Design norm_shift_flat, sky130hd; sources not shown.
==> images/met2.png <==
Cells faint in the background.
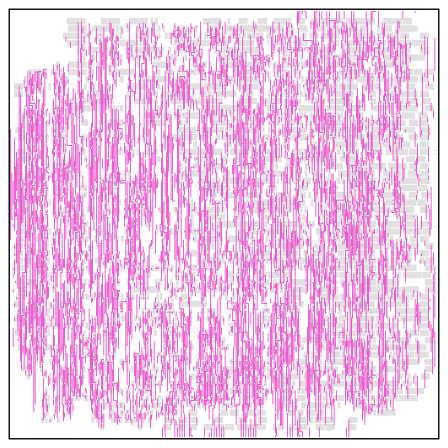
nets with wire on the layer: 1980
longest straight run: 72.4 um
main direction: vertical
wire length on this layer: 21.4 mm
met2 Resource Use GR: 0.580
Via Count: 16100
aggregate routed wire length: 47200 um

==> images/met1.png <==
Supply wires on this layer in gray. Cells faint in the background.
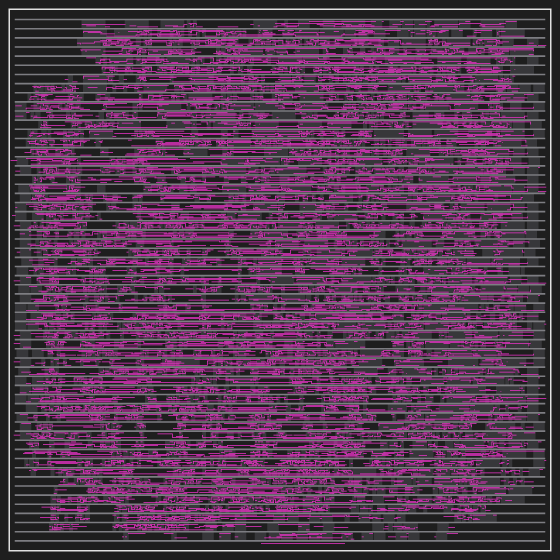
longest straight run: 51.5 um
nets with wire on the layer: 2312
wire length on this layer: 20.2 mm
share of all routed wire: 43%
met1 layer usage reported by global route: 0.507

==> images/port_nets.png <==
The bar under the picture is 50 um long.
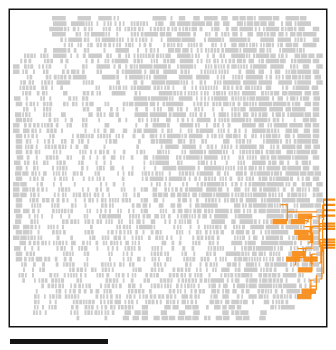
legend:
  bus_out_exp:
    color: orange
    bits: 11
    direction: output
    edge: east
    end_cells: 11
    buffers: 11
    wire: 265 um
I/O Pins: 166
number of I/O port buffers: 165

==> images/final_congestion.png <==
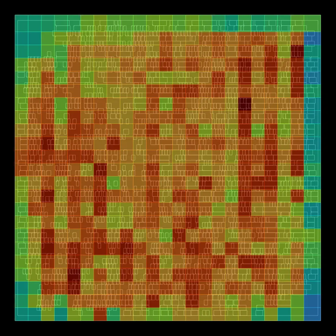
global-route usage over all layers: 0.362
met3 Usage GRT: 0.0380
most congested layer reported by global routing: met2

==> images/registers.png <==
Other sequential cells in the stronger gray, the rest of the logic in the fainter gray.
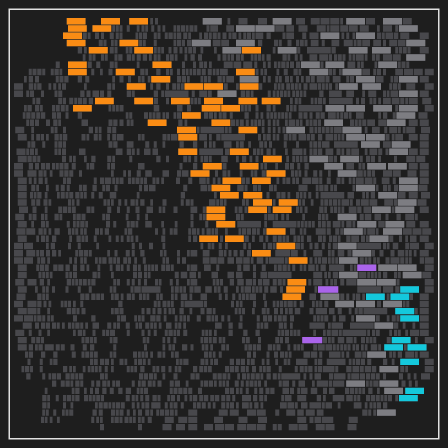
legend:
  u_core.bus.out_exp:
    color: cyan
    sequential_cells: 11
    where: south-east
  u_core.r_s1_m:
    color: orange
    sequential_cells: 64
  u_core.r_s1_fine:
    color: purple
    sequential_cells: 3
not colored: 83
power in sequential cells: 1.48 mW
final core area utilization: 0.630
fraction of area in registers: 0.209
Sequential Area: 3230 um2

==> reports/results.ini <==
[yosys]
syn_area_cell_um2 = 5.56
ys_types = 43
netlist_instances = 2354
postSynthSeqShare = 0.246
syn-cell-area_um2 = 13100
synth.net_count = 2451
top_area_frac = 0.263
ys_area_um2 = 13100
numSynthFlops = 161

[final_timing]
setup_viol = 0
grt_setup_unrepaired = false
final.setup.tns_ps = 0
fmax_ghz = 0.236
timing.final.hold_violations = 0
max_slew.worst_pin.slew_ps = 1570
timing_max_transition_violations_final = 156
final.setup_skew_ps = 15.8

[status]
failing_checks = capacitance limit, slew limit
run_status = complete, but fails checks

[placement]
routabilityCongestion = 0.999
pre_cts_slack_ps = -253
detailed_place.area_um2 = 14900

[routing]
drt-pass1-iter-count = 6
wire_per_inst_um = 17.1
drcViolationCount = 0

[cells_and_area]
area_delta_synth_final_pct = 17.8
lay_top_count = nand2_1
finalNonFillerCells = 2761
layout.cell_area.non_filler_um2 = 15400
final_layout_size_suffix_gt1_frac = 0.0439

[global_routing]
number_of_global_route_vias_before_repair = 14300
grt_pass1_wl_um = 75100
grt_max_degree = 90

[run]
max_cap_viol_count = 2
openroad.warnings = 27

[die]
initial_utilization = 0.535
fp.dieW_um = 161

[worst_hold_path]
min_delay_path_depth = 2

[pwr]
power.ir.vdd_worst_v = 0.000267
p_per_area_nw_per_um2 = 265

[setup_path]
critPathMaxFanout = 5
crit_required_ps = 4960
critPathCaptureType = register
timing_worst_setup_path_type = primary input to register
reg2regPathDepth = 6

[clock_tree]
clk_transition_reported_paths_ps = 70
clock_tree.root_cell = clkbuf_16
cts_max_level = 4

## cells in the mapped netlist (all sizes together)
cell,instances
nand2,917
nand3,355
o21ai,200
inv,177
dfxtp,161
nor2,130
clkbuf,124
a21oi,78
o2bb2ai,50
buf,45
o211ai,40
ha,10
nand4,9
nor3,9
o221ai,7
mux2i,6
and2,5
o31ai,5
or2,5
a22oi,3
clkinv,3
a31oi,2
nand3b,2
nor4,2
o22ai,2
a211oi,1
a21boi,1
a21o,1
a221oi,1
a22o,1
a2bb2oi,1
fa,1
## critical path, stage by stage
cell and delay [ps]:
clkdlybuf4s50_1 500, clkinv_2 70, ha_1 290, a21oi_1 150, nor2_1 60, nor4_2 160, nand2_2 110, o21ai_1 210
ha_1 210, inv_1 60, fa_1 420, nand2_1 90, inv_1 50, nor2_1 100, nand2_1 80, nand4_1 100
nand2_1 100, o21ai_2 110, nand2_1 70, nand2_1 60, nand3_1 60, a21oi_1 140
## cell families after synthesis
kind of cell               share of synthesized area
AOI/OAI and AO/OA                              0.181
and+or+nand+nor                                0.452
buffers and inverters                          0.105
DFF                                            0.246
adders and majority gates                     0.0111
muxes                                        0.00459
## report_power, final
group          internal [mW]  switching [mW]  total, mW
combinational          0.373           0.797       1.17
clock                  0.744           0.691       1.44
sequential              1.44          0.0365       1.48
## repair_timing
action	4_1_cts	5_1_grt
hold buffers	0	0
resized	0	3
endpoints found under the setup margin	0	4
## routing by layer
layer  part of all wire  track usage  vias up  routed length [um]
met4              0.025        0.113        0                1200
met3              0.094       0.0380       84                4420
li1                   -            -     7853                   -
met1               0.43        0.507     7334               20200
met2               0.45        0.580      860               21400
met5                  0            0        -                   0
## cell type report
type,instances,area [um2]
Fill cell,2425,9050
Multi-Input combinational cell,1844,8460
Sequential cell,161,3230
Timing Repair Buffer,220,2050
Inverter,180,677
Clock buffer,18,439
Tap cell,324,405
Clock inverter,14,155
Power figures rest on the tool's default switching activity, not on a simulated workload.
